$ cat src/rtl/riscv_v_issue_queue.sv
// In-order vector instruction buffer between scalar-core issue and vector decode.
// Optional same-cycle empty-queue bypass compiled in with RISCV_V_ISSUE_BYPASS_EN.
module riscv_v_issue_queue #(
  parameter int unsigned            DEPTH       = 4,
  parameter int unsigned            INSTR_WIDTH = 32,
  parameter int unsigned            DATA_WIDTH  = 32,
  parameter logic [INSTR_WIDTH-1:0] NOP_INSTR   = 32'h0000_0013
) (
  input  logic                         clk,
  input  logic                         rst,
  input  logic                         clear_pipe,
  input  logic                         enq_valid,
  input  logic [INSTR_WIDTH-1:0]       enq_instr,
  input  logic [DATA_WIDTH-1:0]        enq_int_data,
  output logic                         enq_ready,
  input  logic                         riscv_v_stall,
  output logic [INSTR_WIDTH-1:0]       instruction_id,
  output logic [DATA_WIDTH-1:0]        int_rf_rd_data_id,
  output logic                         instr_valid_id,
  output logic [$clog2(DEPTH+1)-1:0]   count,
  output logic                         full,
  output logic                         empty,
  output logic                         overflow_err
);

  localparam int unsigned PW = $clog2(DEPTH);
  localparam int unsigned CW = $clog2(DEPTH+1);

  logic [INSTR_WIDTH-1:0] r_instr_mem [DEPTH];
  logic [DATA_WIDTH-1:0]  r_data_mem  [DEPTH];
  logic [PW-1:0]          r_wp;
  logic [PW-1:0]          r_rp;
  logic [CW-1:0]          r_count;
  logic                   r_overflow;

  logic                   w_full;
  logic                   w_empty;
  logic                   w_enq;
  logic                   w_write;
  logic                   w_deq;
  logic [INSTR_WIDTH-1:0] w_head_instr;
  logic [DATA_WIDTH-1:0]  w_head_data;
  logic                   w_head_valid;

  assign w_full  = (r_count == CW'(DEPTH));
  assign w_empty = (r_count == '0);
  assign w_enq   = enq_valid && !w_full;
  assign w_deq   = !w_empty && !riscv_v_stall;

`ifdef RISCV_V_ISSUE_BYPASS_EN
  // An unstalled bypassed instruction is consumed straight from the inputs and never stored.
  assign w_write = w_enq && !(w_empty && !riscv_v_stall);
`else
  assign w_write = w_enq;
`endif

  always_comb begin
    w_head_instr = NOP_INSTR;
    w_head_data  = '0;
    w_head_valid = 1'b0;
    if (!w_empty) begin
      w_head_instr = r_instr_mem[r_rp];
      w_head_data  = r_data_mem[r_rp];
      w_head_valid = 1'b1;
    end
`ifdef RISCV_V_ISSUE_BYPASS_EN
    else if (enq_valid && !clear_pipe) begin
      w_head_instr = enq_instr;
      w_head_data  = enq_int_data;
      w_head_valid = 1'b1;
    end
`endif
  end

  always_ff @(posedge clk) begin
    if (rst) begin
      r_wp       <= '0;
      r_rp       <= '0;
      r_count    <= '0;
      r_overflow <= 1'b0;
    end else begin
      if (enq_valid && w_full) r_overflow <= 1'b1;
      if (clear_pipe) begin
        r_wp    <= '0;
        r_rp    <= '0;
        r_count <= '0;
      end else begin
        if (w_write) r_wp <= r_wp + PW'(1);
        if (w_deq)   r_rp <= r_rp + PW'(1);
        if (w_write && !w_deq)      r_count <= r_count + CW'(1);
        else if (!w_write && w_deq) r_count <= r_count - CW'(1);
      end
    end
  end

  // Storage carries no reset; validity is tracked by the pointers and count alone.
  always_ff @(posedge clk) begin
    if (!rst && !clear_pipe && w_write) begin
      r_instr_mem[r_wp] <= enq_instr;
      r_data_mem[r_wp]  <= enq_int_data;
    end
  end

  assign enq_ready         = !w_full;
  assign full              = w_full;
  assign empty             = w_empty;
  assign count             = r_count;
  assign overflow_err      = r_overflow;
  assign instruction_id    = w_head_instr;
  assign int_rf_rd_data_id = w_head_data;
  assign instr_valid_id    = w_head_valid;

endmodule

$ cat config.mk
export PLATFORM = sky130hd
export DESIGN_NAME = riscv_v_issue_queue
export DESIGN_NICKNAME = d
export VERILOG_FILES = /design/src/rtl/riscv_v_issue_queue.sv
export SDC_FILE = /design/constraint.sdc
export NUM_CORES = 1
export LEC_CHECK = 0
export CAP_MARGIN = 20
export CORE_MARGIN = 1.5
export CORE_UTILIZATION = 43
export DETAILED_ROUTE_END_ITERATION = 10
export PLACE_DENSITY = 0.74
export SLEW_MARGIN = 25
export SYNTH_ARGS = -nofsm -noshare
export SYNTH_HDL_FRONTEND = slang
export SYNTH_SLANG_ARGS = --single-unit
$ cat constraint.sdc
create_clock -name clk -period 2.2 [get_ports clk]
set_clock_uncertainty 0.1 [all_clocks]
set_input_delay 0.44 -clock clk [delete_from_list [all_inputs] [get_ports clk]]
set_output_delay 0.44 -clock clk [all_outputs]
set_load 0.02 [all_outputs]
### Cell area per tile

(2 px per um) The die is cut into 16 by 16 equal tiles; white is low, dark blue is high, 0 to 100% covered.
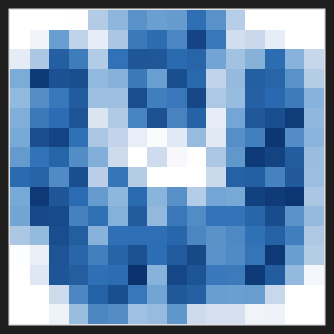
The fullest tile reaches 99%. 10% of the tiles are nearly empty. The emptiest ninth of the die: center. The mean over all tiles is 53%. 30% of the tiles are over 75% full.

==> flow_metrics.tcl <==
# flow metrics
set metrics [dict create \
    cts_tree "built" \
    crit_required_ns 1.66 \
    synth_cell_type_count 27 \
    violations "setup timing" \
    drc 0 \
    cts_buffer_depth 3 \
    worst_setup_path_start_kind "register" \
    antenna_found_initial 0 \
    status "complete, but fails checks" \
    wl_um 20200 \
    dp_hpwl_um 12400 \
    holdPathStages 2 \
    layout-drive-gt1-share_pct 42.6 \
    power_leader "registers" \
    hold_buffers 0 \
    fillCellCount 1769 \
    buf_share_pct 15.1 \
    min_period_over_period_pct 117 \
    grt.total_usage_pct 16.5 \
    portBuffers 140 \
    crit_fanout 5 \
    cp_num_cells 5 \
    highest_layer "met4" \
    routed-wl-met2_um 10600 \
    cts_post_setup_buffers_inserted 9 \
    tightestPinTransition_ns 0.389 \
    worst-path-buf-inv 3 \
    die_area_mm2 0.0247 \
    layout_setup_ws_ns -0.369 \
    crit_end "instruction_id[4]" \
    post-route-util_pct 57.7 \
    crit_top_cell "buf_6" \
    cts_htree_levels 1 \
    num_vias 5105 \
    met3RoutedLength_um 1130 \
    use_met3_pct 3.41 \
    clk_pin_slew_ns 0.06 \
    period_minus_slack_ns 2.57 \
    cts-resized-gates 415 \
    rows 56 \
    p_sw_share_pct 22.3 \
    finalSetupViolations 65 \
    r2r_slack_ns -0.17 \
    hold_start "overflow_err" \
    comb_area_share_pct 17.1 \
]
### Clock wiring as the flow saved it

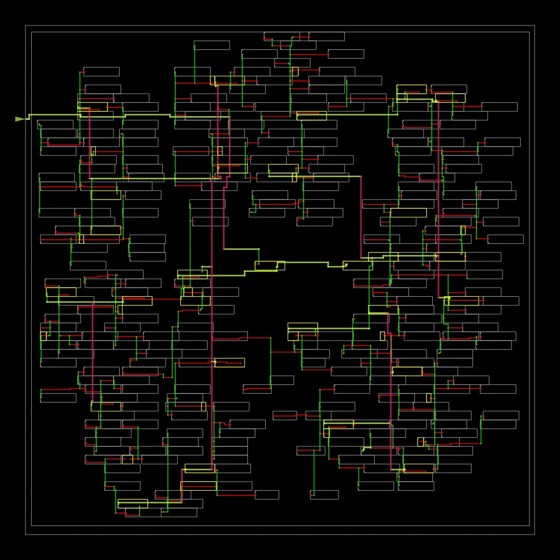
registers: 266
clk pwr: 4.28 mW
number of clock buffers inserted by TritonCTS: 27
CLK BUF: 34

worst register-to-register path, delay by kind of cell, from the launching register on:
kind / cells / cell delay [ns]
AND/OR/NAND/NOR: 3 / 0.88
flip-flops: 1 / 0.34
adder cells (fa/ha/maj): 2 / 0.51
XOR/XNOR: 1 / 0.16
buffers and inverters: 2 / 0.19
AND-OR/OR-AND: 1 / 0.12
cells by family after synthesis:
group	share of synthesized area [%]
compound gates	0.650
xor+xnor	0.172
fa+ha+maj	0.809
buf+inv	1.78
flops	77.3
mux	14.2
simple gates	5.09
sequential cells by signal, indices dropped and copies added (netlist names), named ones only:
name / flops
overflow_err: 1
count: 3
r_data_mem: 128
r_instr_mem: 128
r_rp: 2
r_wp: 2
No activity file was given, so power comes from the tool's default toggle rates.
